**Run 1: clock wires, drivers and flops**

Scale bar: 50 µm.
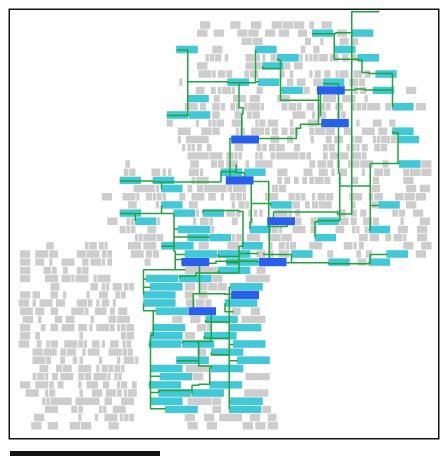
**Run 1: clock routing**

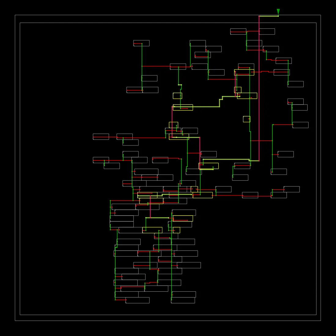
**Run 1: pin placement**

Pins as bars across the die edge, other pins in grey.
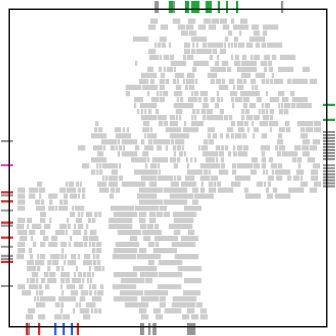
**Run 1: register map, names as in the netlist**

Other sequential cells in the stronger grey, the rest of the logic in the fainter grey.
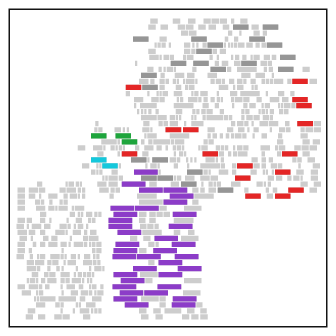
===== src/rtl/alu_scoreboard_if.sv =====
// rtl/alu_scoreboard_if.sv - stimulus and response bus between ALU test driver and scoreboard
interface alu_scoreboard_if #(parameter int n = 8);
  logic         stim_valid;
  logic         stim_ready;
  logic [n-1:0] a;
  logic [n-1:0] b;
  logic [2:0]   opcode;
  logic         rsp_valid;
  logic [n:0]   result;

  modport master (
    output stim_valid, a, b, opcode, rsp_valid, result,
    input  stim_ready
  );

  modport slave (
    input  stim_valid, a, b, opcode, rsp_valid, result,
    output stim_ready
  );
endinterface


===== src/rtl/alu_scoreboard.sv =====
// rtl/alu_scoreboard.sv - ALU result scoreboard with expected-value FIFO and pass/fail counters
// Optional first-mismatch capture ports enabled by macro ALU_SB_FIRST_FAIL_EN.
module alu_scoreboard #(
  parameter int n     = 8,
  parameter int DEPTH = 4,
  parameter int COUNT = 16
) (
  input  logic              clk,
  input  logic              rst,
  alu_scoreboard_if.slave   bus,
  output logic [15:0]       num_matches,
  output logic [15:0]       num_miss_matches,
  output logic              done,
  output logic              pass,
  output logic              underflow
`ifdef ALU_SB_FIRST_FAIL_EN
  ,
  output logic              fail_valid,
  output logic [n:0]        fail_expected,
  output logic [n:0]        fail_result,
  output logic [15:0]       fail_index
`endif
);

  localparam int PW = (DEPTH > 1) ? $clog2(DEPTH) : 1;

  localparam logic [1:0] IDLE = 2'd0;
  localparam logic [1:0] RUN  = 2'd1;
  localparam logic [1:0] DONE = 2'd2;

  logic [1:0]    state;
  logic [n:0]    mem [DEPTH];
  logic [PW-1:0] wr_ptr;
  logic [PW-1:0] rd_ptr;
  logic [PW:0]   occ;

  logic          full, empty, push, pop, under_evt, hit, miss_evt;
  logic [n:0]    head, expected;
  logic [15:0]   match_n, miss_n;
  logic [16:0]   total_n;

  function automatic logic [n:0] calc(input logic [n-1:0] x, input logic [n-1:0] y,
                                      input logic [2:0] op);
    case (op)
      3'b000:  calc = {1'b0, x} + {1'b0, y};
      3'b001:  calc = {1'b0, x} - {1'b0, y};
      3'b010:  calc = {1'b0, x & y};
      3'b011:  calc = {1'b0, x | y};
      3'b100:  calc = {1'b0, x ^ y};
      3'b101:  calc = {1'b0, ~x};
      3'b110:  calc = {x, 1'b0};
      default: calc = {1'b0, x >> 1};
    endcase
  endfunction

  assign full           = (occ == (PW+1)'(DEPTH));
  assign empty          = (occ == '0);
  assign bus.stim_ready = !full && (state == RUN);
  assign push           = bus.stim_valid && bus.stim_ready;
  assign pop            = (state == RUN) && bus.rsp_valid && !empty;
  assign under_evt      = (state == RUN) && bus.rsp_valid && empty;
  assign head           = mem[rd_ptr];
  assign expected       = calc(bus.a, bus.b, bus.opcode);
  assign hit            = pop && (head == bus.result);
  assign miss_evt       = (pop && !hit) || under_evt;

  always_comb begin
    match_n = num_matches;
    miss_n  = num_miss_matches;
    if (hit && num_matches != 16'hFFFF)
      match_n = num_matches + 16'd1;
    if (miss_evt && num_miss_matches != 16'hFFFF)
      miss_n = num_miss_matches + 16'd1;
    total_n = {1'b0, match_n} + {1'b0, miss_n};
  end

  assign done = (state == DONE);
  assign pass = done && (num_miss_matches == 16'd0) && !underflow;

  // Storage carries no reset; occupancy alone defines which entries are live.
  always_ff @(posedge clk) begin
    if (push)
      mem[wr_ptr] <= expected;
  end

  always_ff @(posedge clk) begin
    if (rst) begin
      state            <= IDLE;
      wr_ptr           <= '0;
      rd_ptr           <= '0;
      occ              <= '0;
      num_matches      <= 16'd0;
      num_miss_matches <= 16'd0;
      underflow        <= 1'b0;
    end else begin
      if (push)
        wr_ptr <= wr_ptr + PW'(1);
      if (pop)
        rd_ptr <= rd_ptr + PW'(1);
      case ({push, pop})
        2'b10:   occ <= occ + (PW+1)'(1);
        2'b01:   occ <= occ - (PW+1)'(1);
        default: occ <= occ;
      endcase
      if (state == RUN) begin
        num_matches      <= match_n;
        num_miss_matches <= miss_n;
        if (under_evt)
          underflow <= 1'b1;
      end
      case (state)
        IDLE:    state <= RUN;
        RUN:     if (total_n >= 17'(COUNT)) state <= DONE;
        DONE:    state <= DONE;
        default: state <= IDLE;
      endcase
    end
  end

`ifdef ALU_SB_FIRST_FAIL_EN
  always_ff @(posedge clk) begin
    if (rst) begin
      fail_valid    <= 1'b0;
      fail_expected <= '0;
      fail_result   <= '0;
      fail_index    <= 16'd0;
    end else if (miss_evt && !fail_valid) begin
      fail_valid    <= 1'b1;
      fail_expected <= under_evt ? '0 : head;
      fail_result   <= bus.result;
      fail_index    <= num_matches + num_miss_matches;
    end
  end
`endif

endmodule


===== src/flat_wrapper.sv =====
// flat-port wrapper written by rule: the top's interface ports become plain ports
module alu_scoreboard_flat 
#(
  parameter int n     = 8,
  parameter int DEPTH = 4,
  parameter int COUNT = 16
)
  (clk, rst, num_matches, num_miss_matches, done, pass, underflow, bus_stim_valid, bus_a, bus_b, bus_opcode, bus_rsp_valid, bus_result, bus_stim_ready);
  alu_scoreboard_if #(.n(n)) bus_i ();
  input  logic clk;
  input  logic rst;
  output logic [15:0] num_matches;
  output logic [15:0] num_miss_matches;
  output logic done;
  output logic pass;
  output logic underflow;
  input wire logic [$bits(bus_i.stim_valid)-1:0] bus_stim_valid;
  input wire logic [$bits(bus_i.a)-1:0] bus_a;
  input wire logic [$bits(bus_i.b)-1:0] bus_b;
  input wire logic [$bits(bus_i.opcode)-1:0] bus_opcode;
  input wire logic [$bits(bus_i.rsp_valid)-1:0] bus_rsp_valid;
  input wire logic [$bits(bus_i.result)-1:0] bus_result;
  output wire logic [$bits(bus_i.stim_ready)-1:0] bus_stim_ready;
  assign bus_i.stim_valid = bus_stim_valid;
  assign bus_i.a = bus_a;
  assign bus_i.b = bus_b;
  assign bus_i.opcode = bus_opcode;
  assign bus_i.rsp_valid = bus_rsp_valid;
  assign bus_i.result = bus_result;
  assign bus_stim_ready = bus_i.stim_ready;
  alu_scoreboard #(.n(n), .DEPTH(DEPTH), .COUNT(COUNT)) u_core (.clk(clk), .rst(rst), .bus(bus_i), .num_matches(num_matches), .num_miss_matches(num_miss_matches), .done(done), .pass(pass), .underflow(underflow));
endmodule

===== config.mk =====
export PLATFORM = sky130hd
export DESIGN_NAME = alu_scoreboard_flat
export DESIGN_NICKNAME = d
export VERILOG_FILES = /design/src/rtl/alu_scoreboard_if.sv /design/src/rtl/alu_scoreboard.sv /design/src/flat_wrapper.sv
export SDC_FILE = /design/constraint.sdc
export NUM_CORES = 1
export LEC_CHECK = 0
export CORE_MARGIN = 2
export CORE_UTILIZATION = 30
export DETAILED_ROUTE_END_ITERATION = 8
export GPL_TIMING_DRIVEN = 0
export SYNTH_ARGS = -nofsm -noshare
export SYNTH_HDL_FRONTEND = slang
export SYNTH_SLANG_ARGS = --single-unit

===== constraint.sdc =====
create_clock -name clk -period 8.05 [get_ports clk]
set_clock_uncertainty 0.05 [all_clocks]
set_input_delay 0.805 -clock clk [delete_from_list [all_inputs] [get_ports clk]]
set_output_delay 0.805 -clock clk [all_outputs]
set_load 0.01 [all_outputs]

==> changes_impl.md, run 1 <==
### Metrics

- Post-synth EDFFs: 36
- Setup crit start kind: flop
- Arrival @ worst endpoint: 6310 ps
- XOR/XNOR share of the synthesized area: 9.588%
- Crit path time final: 6092 ps
- Largest regs: u_core.mem x36, u_core.num_matches x16, u_core.num_miss_matches x16
- Most flop-heavy register: u_core.mem
- I/O pins: 68
- Status: complete, no violations
- Slew Viols, Final: 0
- MI comb area: 0.003541 mm²
- Fill cells: 1913
- WHS Endpoint: u_core.state[1]$_SDFFE_PP0P_
- Unique cell types: 63
- Post-DRT Antenna Nets: 0
- Sequential power: 0.466 mW
- Int Pwr: 0.8143 mW
- Clock power share: 37.3%
- Slew @ Worst Pin: 871.2 ps
- Synth Area per Inst: 9.428 µm²
- Cell family with most CP delay: AND-OR/OR-AND gates
- Sequential share of power: 40.6%
- Synth top area cells: edfxtp_1 19%, dfxtp_1 15%, ha_1 11%, xnor2_1 4.7%, xor2_1 4.6%
- Top cell excl fill/tap: clkdlybuf4s50_1
- Max reg flops: 36
- RSZ-0062 raised after global routing: false
- Setup violators final: 0
- # Cells Yosys: 609
- Rows: 50
- Power consumption: 1.149 mW
- CP Depth: 25
- Yosys Warn Count: 0
- Crit-path max FO: 10
- IO buf count: 66
- Switching share of power: 29.11%
- Synth area leader: edfxtp_1
- Final Cycle Share: 75.68%
- Top cell type's share of synthesized area: 18.83%
- Sequential portion of the cell area: 27.99%
- Combinational Power Share: 22.1%
- Comb pwr: 0.254 mW
- Synth flops: 80
- Clock Tree Buf Depth: 2
- Register-to-register setup slack: 1960 ps
- Log Warnings: 43
- Yosys chip area: 0.005742 mm²
- Clock sink count: 80
- Gr usage total: 14.48%
- Max Fclk: 164.1 MHz
- Largest class: logic gates
- Hold Crit Start: u_core.state[1]$_SDFFE_PP0P_
- Pre-antenna DRT Iters: 4
- Remaining global-route overflow: 0
- Clock root cell: clkbuf_16
- Placed Cells: 909
- Register area: 0.001962 mm²
- Yosys aoi share: 14.25%
- Area grow syn2layout: 22.05%
- Share of cells above drive strength 1: 5.789%
- Most frequent cells in the layout: 66 x clkdlybuf4s50_1, 52 x ha_1, 44 x inv_1, 44 x nor2_1, 44 x dfxtp_1
- Combinational gate count: 468
- CTS tree: done
Notes on 'clock wires, drivers and flops' above:
[blue] clock drivers | count: 9
[cyan] flip-flops | count: 80
[green] clock wires | length: 1130 µm
routed clock nets: 10

Notes on 'clock routing' above:
CTS Buf Count: 9
Latency at later pin: 340 ps
registers: 80
clock buffers: 9
Clock net power: 0.428 mW

Notes on 'pin placement' above:
| colour | port | pins | direction | edge |
|---|---|---|---|---|
| green | num_matches | 16 | output | 14 north, 2 east |
| red | bus_a | 8 | input | 5 west, 3 south |
| magenta | bus_stim_valid | 1 | input | west |
| blue | bus_opcode | 3 | input | south |

Notes on 'register map, names as in the netlist' above:
| colour | netlist name | sequential cells |
|---|---|---|
| purple | u_core.mem | 36 |
| green | u_core.occ | 3 |
| cyan | u_core.wr_ptr | 2 |
| red | u_core.num_miss_matches | 16 |
not coloured: 23

run 1: metal layers:
metal / part of all wire (%) / wire length [µm] / track usage (%)
met1: 48 / 6754 / 19.44
met2: 48 / 6733 / 24.66
met4: 1.1 / 158 / 3.283
met3: 3.3 / 460 / 2.221
met5: 0 / 0 / 0
run 1: through the flow:
stage | hold WS [ps] | utilization, % | instance area (µm²)
5_1_grt | 481.2 | 37.34 | 7008
3_5_place_dp | 447.1 | 35.67 | 6695
4_1_cts | 464.1 | 37.34 | 7008
3_3_place_gp | 433.2 | 35.67 | 6695
2_1_floorplan | 418.8 | - | 5742
6_report | 452.6 | 37.34 | 7008
==> run 2, diff against run 1 <==
- clock period: 8.05 -> 6.2 ns (I/O delays scaled with it)
==> run 2 against run 1 <==
Utilization is 0.49 points higher. Final area is 1.3% higher. Area after synthesis stayed put. Clock-buffer cell count stayed put. Sequential share of layout area is 0.37 points lower. Sequential power is about 30% higher. Highest routed layer unchanged.
==> changes_impl.md, run 2 <==
### Metrics

- Clock transition at path regs: 70 ps
- WL/cell: 15.32 µm
- Clock sink count: 80
- Combinational gate count: 468
- Power consumption: 1.493 mW
- FA/HA/MAJ Cells, Area Fraction: 12.38%
- Fill cells: 1915
- Clock buffers: 9
- Most flop-heavy register: u_core.mem
- Registers: 80
- Clock net power: 0.556 mW
- Share of cells above drive strength 1: 7.648%
- Fin Setup TNS: 0 ps
- I/O pins: 68
- Final hold slack: 452.4 ps
- Sequential power: 0.606 mW
- Routed via count: 4709
- # Cells Yosys: 609
- Static Leakage: 2.890 nW
- Crit end category: flop
- Clock Tree Buf Depth: 2
- CTS tree: done
- Pre-antenna DRT Iters: 4
- Latency at later pin: 340 ps
- Initial DRC Count: 375
- XOR/XNOR share of the synthesized area: 9.588%
- Synth top area cells: edfxtp_1 19%, dfxtp_1 15%, ha_1 11%, xnor2_1 4.7%, xor2_1 4.6%
- Crit-path max FO: 8
- Yosys Warn Count: 0
- Ys flop type: dfxtp_1
- Max reg flops: 36
- Synth logic family: simple AND/OR/NAND/NOR gates
- Hold Crit Class: flop to flop
- Post-Place Worst Slack: 44.86 ps
- Comb/total area: 50.87%
- H-tree levels: 3
- Synth Net Count: 696
- Post-DRT Antenna Nets: 0
- Sequential share of power: 40.5%
- Status: complete, no violations
- Crit path time final: 5913 ps
- CP Depth: 25
- Syn Inst Count: 609
- Int Pwr: 1.057 mW
- CP Buf/Inv Count: 4
- MI comb area: 0.003612 mm²
- NetSw: 0.4364 mW
- Seq share, synth: 34.17%
- Mapped Area: 0.005742 mm²
- Antenna violations before repair: 0
- Area grow syn2layout: 23.67%
- Clock root cell: clkbuf_16
- CORE AREA: 0.01877 mm²
- Largest class: logic gates
- NonClk Buf Share: 10.59%
- Yosys chip area: 0.005742 mm²
- Synth flops: 80
- Clock power share: 37.3%
- Logic inverters: 45
- Asr flop ratio synth: 0%
- Gr usage total: 14.48%
- Largest net degree at the start of global routing: 17
- Vias in the first global route: 4487
- Crit path DRT: 6420 ps
- Top-count cell post-synth: ha_1
- Simple share: 19.50%
- Switching share of power: 29.22%
- DP HPWL: 11070 µm
- Most frequent cells in the layout: 66 x clkdlybuf4s50_1, 50 x ha_1, 44 x inv_1, 44 x nor2_1, 44 x dfxtp_1
- Hold_buf cts: 0
- Post-route cell area: 0.007101 mm²
- Non-CTS buffers: 84
- Worst R2R Path Depth: 25
- Via-per-instance ratio: 5.080
- Final core utilization: 37.83%
- Remaining global-route overflow: 0
- Hold Vio Cnt, Final: 0
- Synth Area per Inst: 9.428 µm²
- Setup violators final: 0
- Post-DP Area: 0.006695 mm²
- Cell family with most CP delay: AND-OR/OR-AND gates
- Placed Cells: 909
- Unique cell types: 63
- Rows: 50
- Log Warnings: 43
- Yosys aoi share: 14.25%
- Die footprint: 0.02026 mm²
- Comb pwr: 0.332 mW
- Synth area leader: edfxtp_1
- Slew @ Worst Pin: 864.1 ps
- First-pass GRT wire length: 23340 µm
- Non-Filler Instances: 927
- Top cell type's share of synthesized area: 18.83%
- Largest regs: u_core.mem x36, u_core.num_matches x16, u_core.num_miss_matches x16
- Post-synth EDFFs: 36
- Top cells by count, synth: 52 x ha_1, 44 x dfxtp_1, 44 x inv_1, 44 x nor2_1, 36 x edfxtp_1
- Setup crit start kind: flop
- Top cell excl fill/tap: clkdlybuf4s50_1
- CTS Buf Count: 9
- Sequential portion of the cell area: 27.63%
- Arrival @ worst endpoint: 6130 ps
- Max Fclk: 169.1 MHz
- Diodes inserted: 0
- Final Cycle Share: 95.38%
- Slew Viols, Final: 0
- Routability cong.: 0.8711
- Clk tree area frac: 4.405%
- Worst rel slew slack: 41.95%
- Combinational Power Share: 22.2%
- Final Routed Wirelength: 14200 µm
- Core Util at FP: 30.59%
- DRC: 0
- Register area: 0.001962 mm²
## run 2: per-layer routing
metal	vias to the layer above	global-route usage (%)	wire length, µm
met5	-	0	0
met4	0	3.283	159
met3	11	2.221	467
met2	89	24.66	6807
met1	2263	19.44	6768
li1	2346	-	-
## run 2: worst paths after layout
| check | from | slack, ps | to |
|---|---|---|---|
| max | flop | 290 | u_core.state[0]$_SDFFE_PP0P_ |
| min | u_core.state[1]$_SDFFE_PP0P_ | 450 | u_core.state[1]$_SDFFE_PP0P_ |
| max reg2reg | flop | 290 | u_core.state[0]$_SDFFE_PP0P_ |
| min reg2reg | u_core.state[1]$_SDFFE_PP0P_ | 450 | u_core.state[1]$_SDFFE_PP0P_ |
## run 2: repair_timing
item                                    CTS  global route
endpoints found under the setup margin    0             2
resized                                   0            15
setup buffers                             0             3
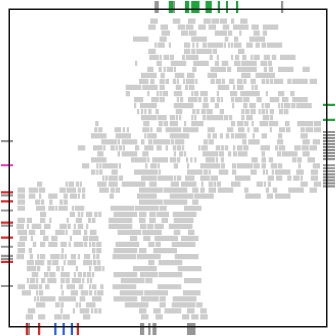
**Above:** run 2 (pin placement).
Pins as bars across the die edge, other pins in grey.
IO buf count: 66
Die Width: 142.3 µm

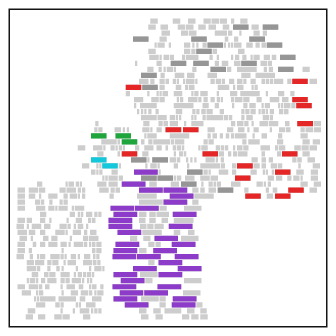
**Above:** run 2 (register map, names as in the netlist).
Other sequential cells in the stronger grey, the rest of the logic in the fainter grey.
| colour | netlist name | sequential cells |
|---|---|---|
| purple | u_core.mem | 36 |
| cyan | u_core.wr_ptr | 2 |
| green | u_core.occ | 3 |
| red | u_core.num_miss_matches | 16 |
not coloured: 23

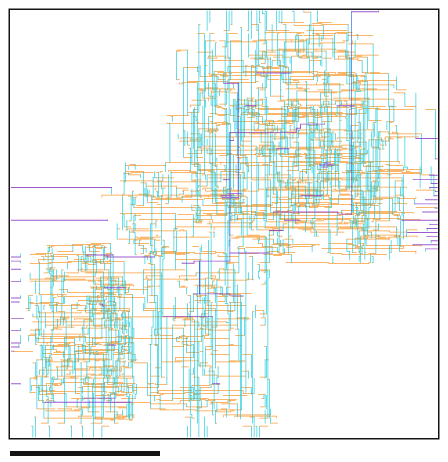
**Above:** run 2 (signal wires by layer).
Scale bar: 50 µm.
| colour | layer | wire length |
|---|---|---|
| cyan | metal 2 | 6810 µm |
| orange | metal 1 | 6770 µm |
| blue | metal 4 | 159 µm |
| purple | metal 3 | 468 µm |

==> run 3, diff against run 2 <==
--- a/config.mk
+++ b/config.mk
@@ -7,2 +7,3 @@
 export LEC_CHECK = 0
+export CAP_MARGIN = 40
 export CORE_MARGIN = 2
==> constraint.sdc (replaced) <==
create_clock -name clk -period 6.2 [get_ports clk]
set_clock_uncertainty 0.05 [all_clocks]
set_input_delay 0.93 -clock clk [delete_from_list [all_inputs] [get_ports clk]]
set_output_delay 0.93 -clock clk [all_outputs]
set_load 0.01 [all_outputs]
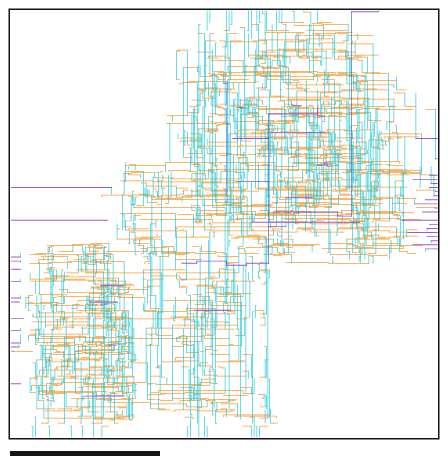
**Above:** run 3 (signal wires by layer).
Scale bar: 50 µm.
gr usage total: 14.48%
Final Routed Wirelength: 14210 µm

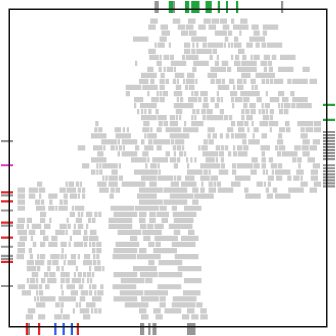
**Above:** run 3 (pin placement).
Pins as bars across the die edge, other pins in grey.
| colour | port | pins | direction | edge |
|---|---|---|---|---|
| blue | bus_opcode | 3 | input | south |
| green | num_matches | 16 | output | 14 north, 2 east |
| magenta | bus_stim_valid | 1 | input | west |
| red | bus_a | 8 | input | 5 west, 3 south |
all pins by edge: 20 east, 18 north, 16 south, 14 west

==> run 3 against run 2 <==
Global-route usage did not move. Register-to-register slack improved by 20 ps. Cell count rose by 0.11%. Die size did not move. Power rose by 0.22%. Critical endpoint unchanged. Largest cell class unchanged. Largest power group unchanged.
==> changes_impl.md, run 3 <==
### Metrics

- Final hold slack: 454.8 ps
- First-pass GRT wire length: 23340 µm
- Synth Area per Inst: 9.428 µm²
- Most crowded layer after global routing: met2
- Yosys chip area: 0.005742 mm²
- Synth top area cells: edfxtp_1 19%, dfxtp_1 15%, ha_1 11%, xnor2_1 4.7%, xor2_1 4.6%
- WL/cell: 15.31 µm
- Pre-antenna DRT Iters: 4
- Placed Cells: 909
- CP Depth: 25
- Asr flop ratio synth: 0%
- Slew @ Worst Pin: 812.9 ps
- Clock net power: 0.557 mW
- Core Util at FP: 30.59%
- Synth logic family: simple AND/OR/NAND/NOR gates
- Crit end category: flop
- Comb pwr: 0.334 mW
- Die Width: 142.3 µm
- Synth Net Count: 696
- Power per cell area: 210.5 mW/mm²
- H-tree levels: 3
- Fill cells: 1916
- Worst R2R Path Depth: 25
- Top cells by count, synth: 52 x ha_1, 44 x dfxtp_1, 44 x inv_1, 44 x nor2_1, 36 x edfxtp_1
- Top-count cell post-synth: ha_1
- Remaining global-route overflow: 0
- Fin Setup TNS: 0 ps
- CP Buf/Inv Count: 5
- Most flop-heavy register: u_core.mem
- Final Cycle Share: 95.63%
- Most frequent cells in the layout: 66 x clkdlybuf4s50_1, 50 x ha_1, 44 x inv_1, 44 x dfxtp_1, 43 x nor2_1
- DP HPWL: 11070 µm
- Setup violators final: 0
- Largest regs: u_core.mem x36, u_core.num_matches x16, u_core.num_miss_matches x16
- Die footprint: 0.02026 mm²
- DR WL met2: 6759 µm
- Non-Filler Instances: 928
- Register-to-register setup slack: 310 ps
- I/O pins: 68
- Slew Viols, Final: 0
- NetSw: 0.4382 mW
- CTS Buf Count: 9
- Arrival @ worst endpoint: 6150 ps
- Sequential share of power: 40.5%
- Seq share, synth: 34.17%
- Largest net degree at the start of global routing: 17
- Log Warnings: 43
- CTS tree: done
- Antenna violations before repair: 0
- Hold Crit Class: flop to flop
- CORE AREA: 0.01877 mm²
- Synth flops: 80
- Hold Vio Cnt, Final: 0
- Post-route cell area: 0.007111 mm²
- Mapped Area: 0.005742 mm²
- Crit path to: u_core.state[0]$_SDFFE_PP0P_
- Max reg flops: 36
- Int Pwr: 1.058 mW
- Setup crit start kind: primary input
- Diodes inserted: 0
- Final core utilization: 37.89%
- Clock transition at path regs: 70 ps
- # Cells Yosys: 609
- Register area: 0.001962 mm²
- Routability cong.: 0.8711
- Switching share of power: 29.28%
- Hold Crit Start: u_core.state[1]$_SDFFE_PP0P_
- Yosys Warn Count: 0
- Share of cells above drive strength 1: 7.925%
- Top cell type's share of synthesized area: 18.83%
- Routed via count: 4703
- Via-per-instance ratio: 5.068
- Combinational Power Share: 22.3%
- Cell family with most CP delay: AND-OR/OR-AND gates
- Crit path DRT: 6420 ps
- Worst rel slew slack: 45.39%
- Vias in the first global route: 4487
- FA/HA/MAJ Cells, Area Fraction: 12.38%
- Rows: 50
- Yosys aoi share: 14.25%
- FF-to-FF End: u_core.state[0]$_SDFFE_PP0P_
- Clock root cell: clkbuf_16
- Sequential power: 0.605 mW
- IO buf count: 66
- Top cell excl fill/tap: clkdlybuf4s50_1
- Initial DRC Count: 337
- Crit-path max FO: 7
- Post-DP Area: 0.006695 mm²
- Status: complete, no violations
- Hold_buf cts: 0
- Met1 Use GR: 19.44%
- Clock power share: 37.2%
- Post-DRT Antenna Nets: 0
- Simple share: 19.50%
- DRC: 0
- Area grow syn2layout: 23.84%
- Clock Tree Buf Depth: 2
- Power consumption: 1.497 mW
- CTS resizes: 0
- Ys flop type: dfxtp_1
- Met3 Wirelength: 423 µm
- Setup Fix Bufs, Post-CTS: 0
- GR met2 Demand/Resource: 24.66%
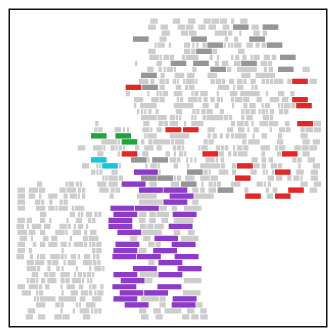
**Above:** run 3 (register map, names as in the netlist).
Other sequential cells in the stronger grey, the rest of the logic in the fainter grey.
| colour | netlist name | sequential cells |
|---|---|---|
| green | u_core.occ | 3 |
| cyan | u_core.wr_ptr | 2 |
| red | u_core.num_miss_matches | 16 |
| purple | u_core.mem | 36 |
not coloured: 23

-- run 3: cell type report --
class                      count  share of cell area, %
multi-input combinational    468                  50.84
sequential                    80                  27.59
timing repair buffer          70                  9.713
tap                          234                  4.118
clock buffer                   9                  3.167
inverter                      45                  2.376
clock inverter                 7                  1.232
buffer                        15                 0.9678
-- run 3: worst min path at each step --
stage                                    end  slack (ps)  cells past startpoint
2_1_floorplan   u_core.state[1]$_SDFFE_PP0P_         420                      2
3_3_place_gp    u_core.state[1]$_SDFFE_PP0P_         430                      2
3_5_place_dp    u_core.state[1]$_SDFFE_PP0P_         450                      2
4_1_cts        u_core.wr_ptr[1]$_SDFFE_PP0P_         460                      2
5_1_grt         u_core.state[1]$_SDFFE_PP0P_         480                      2
6_report        u_core.state[1]$_SDFFE_PP0P_         450                      2
Power is estimated from default activity; no workload was simulated.
